File: src/rtl/mem_access_unit.sv
// MEM-stage load/store sequencer in front of a 64-bit data memory with a
// combinational read port and word/byte write enables.
module mem_access_unit #(
  parameter logic [63:0] DATA_START = 64'h1000_0000_0000_0000,
  parameter int unsigned DATA_WORDS = 'h100000
) (
  input  logic        clk,
  input  logic        reset,
  input  logic        req_valid,
  output logic        req_ready,
  input  logic        req_write,
  input  logic [1:0]  req_size,
  input  logic        req_signed,
  input  logic [63:0] req_addr,
  input  logic [63:0] req_wdata,
  output logic        resp_valid,
  output logic        resp_err,
  output logic [63:0] resp_rdata,
  output logic [63:0] mem_addr,
  output logic [63:0] mem_wdata,
  output logic        mem_word_we,
  output logic        mem_byte_we,
  input  logic [63:0] mem_rdata
);

  // One bit wider than an address so the end bound cannot wrap.
  localparam logic [64:0] DATA_END = {1'b0, DATA_START} + 65'(DATA_WORDS) * 65'd8;

  typedef enum logic [1:0] {IDLE, LOAD, STORE_W, STORE_B} state_t;

  state_t      state_q, state_d;
  logic [63:0] a_addr_q, a_addr_d;
  logic [1:0]  a_size_q, a_size_d;
  logic        a_signed_q, a_signed_d;
  logic [63:0] a_wdata_q, a_wdata_d;
  logic        a_err_q, a_err_d;
  logic [2:0]  idx_q, idx_d;
  logic        resp_valid_q, resp_valid_d;
  logic        resp_err_q, resp_err_d;
  logic [63:0] resp_rdata_q, resp_rdata_d;
  logic [63:0] mem_addr_q, mem_addr_d;
  logic [63:0] mem_wdata_q, mem_wdata_d;
  logic        mem_word_we_q, mem_word_we_d;
  logic        mem_byte_we_q, mem_byte_we_d;

  logic [64:0] req_end;
  logic [2:0]  req_mask;
  logic        req_oor;
  logic        req_mis;
  logic        req_err;
  logic [2:0]  last_idx;

  // Shift the addressed lane down, truncate to the access size, then extend.
  function automatic logic [63:0] load_extend(input logic [63:0] rdata,
                                              input logic [2:0]  ofs,
                                              input logic [1:0]  size,
                                              input logic        sgn);
    logic [63:0] sh;
    sh = rdata >> {ofs, 3'b000};
    case (size)
      2'd0:    return {{56{sgn & sh[7]}}, sh[7:0]};
      2'd1:    return {{48{sgn & sh[15]}}, sh[15:0]};
      2'd2:    return {{32{sgn & sh[31]}}, sh[31:0]};
      default: return sh;
    endcase
  endfunction

  function automatic logic [7:0] store_byte(input logic [63:0] wdata,
                                            input logic [2:0]  i);
    return wdata[{i, 3'b000} +: 8];
  endfunction

  always_comb begin
    req_mask = 3'((4'd1 << req_size) - 4'd1);
    req_end  = {1'b0, req_addr} + 65'(4'd1 << req_size);
    req_oor  = (req_addr < DATA_START) || (req_end > DATA_END);
    req_mis  = (req_addr[2:0] & req_mask) != 3'd0;
    req_err  = req_oor || (!req_write && req_mis);
    last_idx = 3'((4'd1 << a_size_q) - 4'd1);
  end

  always_comb begin
    state_d       = state_q;
    a_addr_d      = a_addr_q;
    a_size_d      = a_size_q;
    a_signed_d    = a_signed_q;
    a_wdata_d     = a_wdata_q;
    a_err_d       = a_err_q;
    idx_d         = idx_q;
    resp_valid_d  = 1'b0;
    resp_err_d    = 1'b0;
    resp_rdata_d  = resp_rdata_q;
    mem_addr_d    = mem_addr_q;
    mem_wdata_d   = mem_wdata_q;
    mem_word_we_d = 1'b0;
    mem_byte_we_d = 1'b0;

    case (state_q)
      IDLE: begin
        if (req_valid) begin
          a_addr_d   = req_addr;
          a_size_d   = req_size;
          a_signed_d = req_signed;
          a_wdata_d  = req_wdata;
          a_err_d    = req_err;
          mem_addr_d = req_addr;
          idx_d      = 3'd0;
          // Faulting stores go through LOAD so they never raise a write enable.
          if (req_err || !req_write) begin
            state_d = LOAD;
          end else if (req_size == 2'd3 && req_addr[2:0] == 3'd0) begin
            state_d       = STORE_W;
            mem_wdata_d   = req_wdata;
            mem_word_we_d = 1'b1;
          end else begin
            state_d       = STORE_B;
            mem_wdata_d   = {56'b0, req_wdata[7:0]};
            mem_byte_we_d = 1'b1;
          end
        end
      end

      LOAD: begin
        state_d      = IDLE;
        resp_valid_d = 1'b1;
        resp_err_d   = a_err_q;
        resp_rdata_d = a_err_q ? 64'd0
                               : load_extend(mem_rdata, a_addr_q[2:0], a_size_q, a_signed_q);
      end

      STORE_W: begin
        state_d      = IDLE;
        resp_valid_d = 1'b1;
        resp_rdata_d = 64'd0;
      end

      STORE_B: begin
        if (idx_q == last_idx) begin
          state_d      = IDLE;
          resp_valid_d = 1'b1;
          resp_rdata_d = 64'd0;
        end else begin
          idx_d         = idx_q + 3'd1;
          mem_addr_d    = a_addr_q + 64'(idx_q + 3'd1);
          mem_wdata_d   = {56'b0, store_byte(a_wdata_q, idx_q + 3'd1)};
          mem_byte_we_d = 1'b1;
        end
      end

      default: state_d = IDLE;
    endcase
  end

  always_ff @(posedge clk or posedge reset) begin
    if (reset) begin
      state_q       <= IDLE;
      a_addr_q      <= 64'd0;
      a_size_q      <= 2'd0;
      a_signed_q    <= 1'b0;
      a_wdata_q     <= 64'd0;
      a_err_q       <= 1'b0;
      idx_q         <= 3'd0;
      resp_valid_q  <= 1'b0;
      resp_err_q    <= 1'b0;
      resp_rdata_q  <= 64'd0;
      mem_addr_q    <= 64'd0;
      mem_wdata_q   <= 64'd0;
      mem_word_we_q <= 1'b0;
      mem_byte_we_q <= 1'b0;
    end else begin
      state_q       <= state_d;
      a_addr_q      <= a_addr_d;
      a_size_q      <= a_size_d;
      a_signed_q    <= a_signed_d;
      a_wdata_q     <= a_wdata_d;
      a_err_q       <= a_err_d;
      idx_q         <= idx_d;
      resp_valid_q  <= resp_valid_d;
      resp_err_q    <= resp_err_d;
      resp_rdata_q  <= resp_rdata_d;
      mem_addr_q    <= mem_addr_d;
      mem_wdata_q   <= mem_wdata_d;
      mem_word_we_q <= mem_word_we_d;
      mem_byte_we_q <= mem_byte_we_d;
    end
  end

  assign req_ready   = (state_q == IDLE);
  assign resp_valid  = resp_valid_q;
  assign resp_err    = resp_err_q;
  assign resp_rdata  = resp_rdata_q;
  assign mem_addr    = mem_addr_q;
  assign mem_wdata   = mem_wdata_q;
  assign mem_word_we = mem_word_we_q;
  assign mem_byte_we = mem_byte_we_q;

endmodule
File: config.mk
export PLATFORM = sky130hd
export DESIGN_NAME = mem_access_unit
export DESIGN_NICKNAME = d
export VERILOG_FILES = /design/src/rtl/mem_access_unit.sv
export SDC_FILE = /design/constraint.sdc
export NUM_CORES = 1
export LEC_CHECK = 0
export ABC_AREA = 1
export CAP_MARGIN = 20
export CORE_MARGIN = 1
export CORE_UTILIZATION = 48
export DETAILED_ROUTE_END_ITERATION = 7
export GPL_TIMING_DRIVEN = 1
export PLACE_DENSITY_LB_ADDON = 0.3
export SLEW_MARGIN = 30
export SYNTH_ARGS = -nofsm -noshare
export SYNTH_HDL_FRONTEND = slang
export SYNTH_SLANG_ARGS = --single-unit
File: constraint.sdc
create_clock -name clk -period 17 [get_ports clk]
set_clock_uncertainty 0.05 [all_clocks]
set_input_delay 2.55 -clock clk [delete_from_list [all_inputs] [get_ports clk]]
set_output_delay 2.55 -clock clk [all_outputs]
set_load 0.02 [all_outputs]
Fig. 1: run 1, M1 wires
Cells faint in the background.
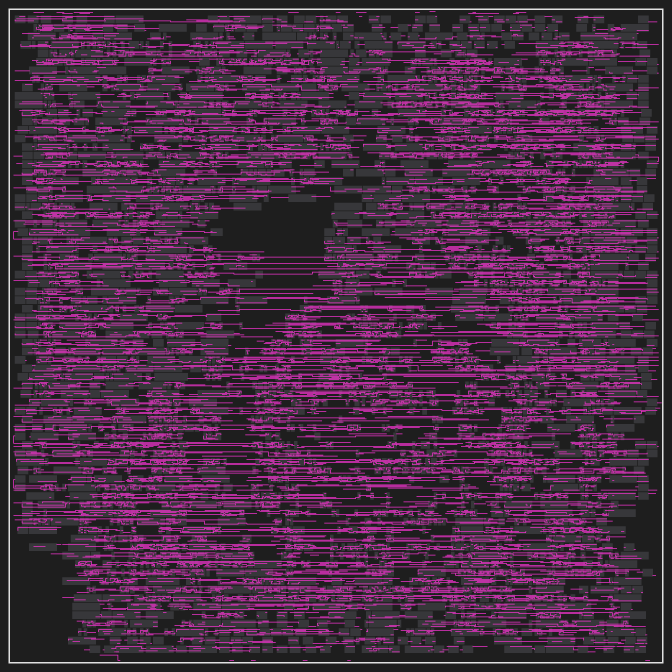
longest straight run	67.6 um
main direction	horizontal

Fig. 2: run 1, metal 2
Scale bar: 50 um.
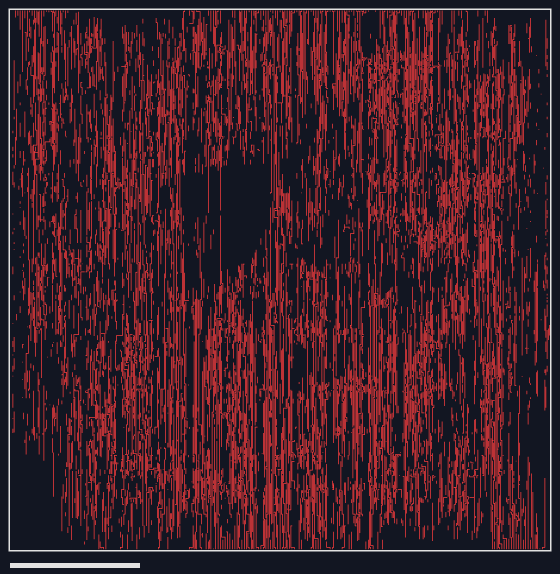
nets with wire on the layer	2809
main direction	vertical
share of all routed wire	45%
longest straight run	86.4 um
wire length on this layer	32.9 mm

==> results.json, run 1 <==
{
  "outcome": "finished clean",
  "critical_path.top_delay_family": "simple AND/OR/NAND/NOR gates",
  "fp_util": 0.487,
  "ys_seq_frac": 0.408,
  "critPathRequiredTime_ns": 17.40,
  "max-vdd-ir-drop_uv": 114,
  "min-delay-start": "mem_wdata[15]",
  "worst-path-buf-inv": 3,
  "wl_per_cell_um": 19.2,
  "synth-edff-count": 0,
  "ios": 396,
  "clock-sinks": 333,
  "reg2reg_from": "a_addr_q[0]",
  "row_count": 75,
  "lay_top_cells": "851 x nand2_1, 395 x clkdlybuf4s50_1, 345 x o21ai_0",
  "hold_viol": 0,
  "top_cells_by_area": "dfrtp_1 41%, nand2_1 16%, o21ai_0 8.4%, inv_1 6.0%, nor2_1 5.5%",
  "max_freq_ghz": 0.151,
  "grt_max_degree": 152,
  "fin_cells": 3806,
  "ff_type": "dfrtp_1",
  "clkTransAtPathRegs_ns": 0.06,
  "holdBufCountCts": 0,
  "dp.cells": 3738,
  "min_path_cells": 2,
  "cp_slowest_stage_delay_ns": 0.68,
  "grt_pass1_wl_um": 114000,
  "wl_met3_um": 6180,
  "dp_hpwl_um": 53600,
  "synthArstFlopShare": 1.00,
  "clockBufferDepth": 3,
  "ys_cells": 2932,
  "antenna_found_initial": 0,
  "cap_violations": 0,
  "critPathSlowestCell": "nand2_4"
}
Fig. 3: run 1, the metal 3 layer
Scale bar: 50 um.
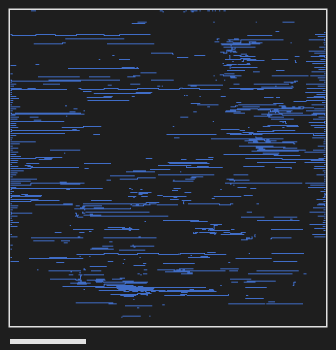
main direction	horizontal
share of all routed wire	8.4%
wire length on this layer	6180 um
longest straight run	72.7 um
nets with wire on the layer	472

==> run 1: report_power, final <==
part / switching (mW) / total [mW] / leakage [nW] / internal [mW]
clock: 0.346 / 0.904 / 0.670 / 0.558
combinational: 1.01 / 1.56 / 7.13 / 0.551
sequential: 0.220 / 1.28 / 4.30 / 1.06
==> run 1: metrics by stage <==
step / instance area, um2 / hold WS (ns)
finish: 26000 / 0.422
global route: 26000 / 0.442
CTS: 26000 / 0.422
detailed placement: 24600 / 0.407
global placement: 24600 / 0.408
floorplan: 20400 / 0.398
==> run 1: worst min-delay path: cells and delay by family, from the launching register on <==
family | cells | cell delay (ns)
AND/OR/NAND/NOR | 2 | 0.10
flip-flops | 1 | 0.34
==> run 1: kinds of logic (layout without fill, tap and decap cells) <==
group / count (synthesis) / after routing / synth area share
AND/OR/NAND/NOR: 1456 / 1456 / 0.304
AND-OR/OR-AND: 570 / 570 / 0.149
buffers and inverters: 478 / 813 / 0.0934
flip-flops: 333 / 333 / 0.408
XOR/XNOR: 65 / 65 / 0.0279
adder cells (fa/ha/maj): 16 / 16 / 0.0105
multiplexers: 14 / 14 / 0.00686
==> run 1: cell type report <==
cell class	count	share of cell area
timing repair buffer	412	0.158
sequential	333	0.320
clock inverter	18	0.0124
multi-input combinational	2121	0.395
tap	539	0.0259
inverter	333	0.0483
clock buffer	50	0.0402
==> run 1: worst max-delay path by stage <==
stage,slack [ns],from,cells after the start,end
6_report,10.37,req_size[1],22,mem_wdata[36]
2_1_floorplan,5.18,reset,1,a_addr_q[0]
5_1_grt,9.90,req_size[1],23,mem_wdata[61]
4_1_cts,10.44,req_size[1],22,mem_wdata[61]
3_3_place_gp,10.08,req_size[1],22,mem_wdata[4]
3_5_place_dp,9.87,req_size[1],22,mem_wdata[61]
Fig. 4: run 1, clock routing
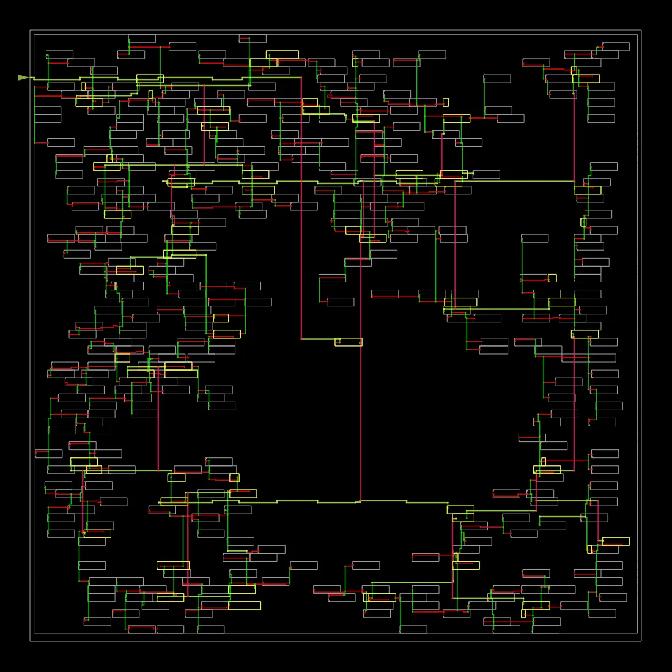

==> run 2, diff against run 1 <==
Clock period 17 ns to 6.7 ns, I/O delays scaled along.
Fig. 5: run 2, clock routing
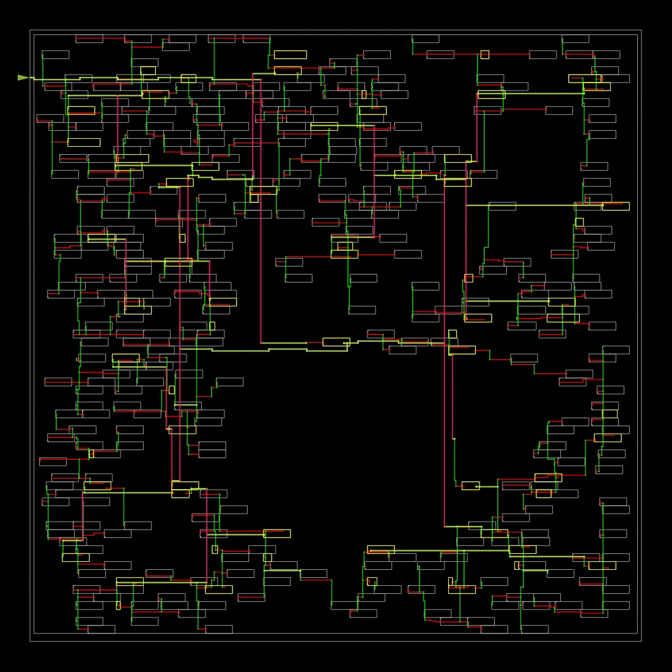
CLK BUF: 50
flip-flops: 333

Fig. 6: run 2, the metal 3 layer
Scale bar: 50 um.
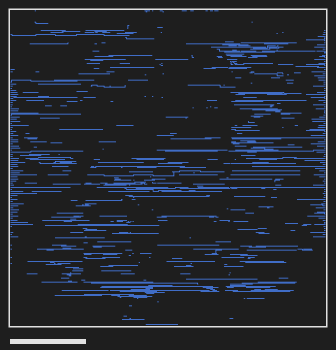
share of all routed wire	9.0%
main direction	horizontal
longest straight run	75.0 um
nets with wire on the layer	460
wire length on this layer	6620 um

==> results.json, run 2 <==
{
  "wl_met3_um": 6620,
  "critPathSlowestCell": "buf_4",
  "worst-path-buf-inv": 2,
  "synthArstFlopShare": 1.00,
  "ios": 396,
  "cp_slowest_stage_delay_ns": 0.66,
  "final_area_um2": 26000,
  "startpoint": "req_size[1]",
  "dp_hpwl_um": 54900,
  "grt_max_degree": 113,
  "ys_seq_frac": 0.408,
  "cts_tree": "built",
  "hold_viol": 0,
  "lay_top_cells": "851 x nand2_1, 395 x clkdlybuf4s50_1, 345 x o21ai_0",
  "reg2reg_from": "idx_q[0]",
  "clock-sinks": 333,
  "synth-edff-count": 0,
  "clkTransAtPathRegs_ns": 0.06,
  "detail_route.vias_per_cell": 5.60,
  "fin_cells": 3813,
  "cap_violations": 0,
  "critical_path_depth": 22,
  "die_h_um": 208,
  "max_freq_ghz": 0.201,
  "holdBufCountCts": 0,
  "place_area_um2": 24700,
  "crit_end": "mem_wdata[5]",
  "outcome": "finished clean",
  "wl_per_cell_um": 19.4,
  "clockBufferDepth": 3,
  "ys_cells": 2932,
  "row_count": 75,
  "fp_util": 0.487,
  "grt_pass1_wl_um": 116000
}
Fig. 7: run 2, metal 2
Scale bar: 50 um.
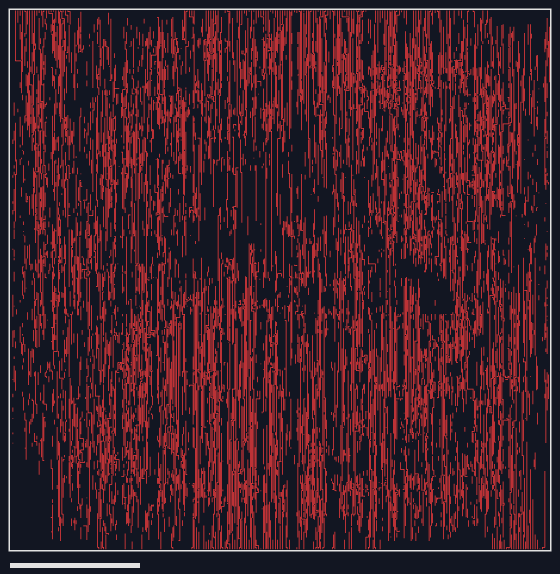
share of all routed wire	45%
wire length on this layer	33.4 mm
main direction	vertical
longest straight run	93.5 um
nets with wire on the layer	2783

run 2: cell counts after synthesis:
No cell type changed its count.
run 2: cell type report:
cell class	instances	area (um2)
Tap cell	539	674
Inverter	333	1250
Sequential cell	333	8340
Multi-Input combinational cell	2121	10300
Clock inverter	18	256
Clock buffer	50	1080
Fill cell	3872	15900
Antenna cell	1	2.50
Timing Repair Buffer	418	4170
run 2: cell families (layout without fill, tap and decap cells):
family                   count (synthesis)  count (layout)  share of synthesized area
flip-flops                             333             333                      0.408
other                                    0               1                          0
adder cells (fa/ha/maj)                 16              16                     0.0105
AND/OR/NAND/NOR                       1456            1456                      0.304
multiplexers                            14              14                    0.00686
buffers and inverters                  478             819                     0.0934
XOR/XNOR                                65              65                     0.0279
AND-OR/OR-AND                          570             570                      0.149
run 2: worst reg2reg max path: cells and delay by family, from the launching register on:
family,cells,cell delay [ns]
and+or+nand+nor,10,2.34
xor gates and xnor gates,1,0.09
AOI/OAI and AO/OA,2,0.80
DFF,1,0.32
buffers and inverters,3,0.61
adders and majority gates,2,0.43
run 2: worst min-delay path by stage:
stage	startpoint	endpoint	cells past startpoint
2_1_floorplan	a_wdata_q[24]	a_wdata_q[24]	2
3_3_place_gp	mem_wdata[10]	mem_wdata[10]	2
3_5_place_dp	mem_wdata[3]	mem_wdata[3]	2
4_1_cts	mem_wdata[3]	mem_wdata[3]	2
5_1_grt	mem_wdata[3]	mem_wdata[3]	2
6_report	mem_wdata[22]	mem_wdata[22]	2
run 2: where the power goes:
part / switching, mW / internal (mW) / leakage [nW]
clock network: 0.908 / 1.33 / 0.635
registers: 0.561 / 2.68 / 4.30
logic: 2.54 / 1.40 / 7.16
total: 4.01 / 5.42 / 12.1
No activity file was given, so power comes from the tool's default toggle rates.
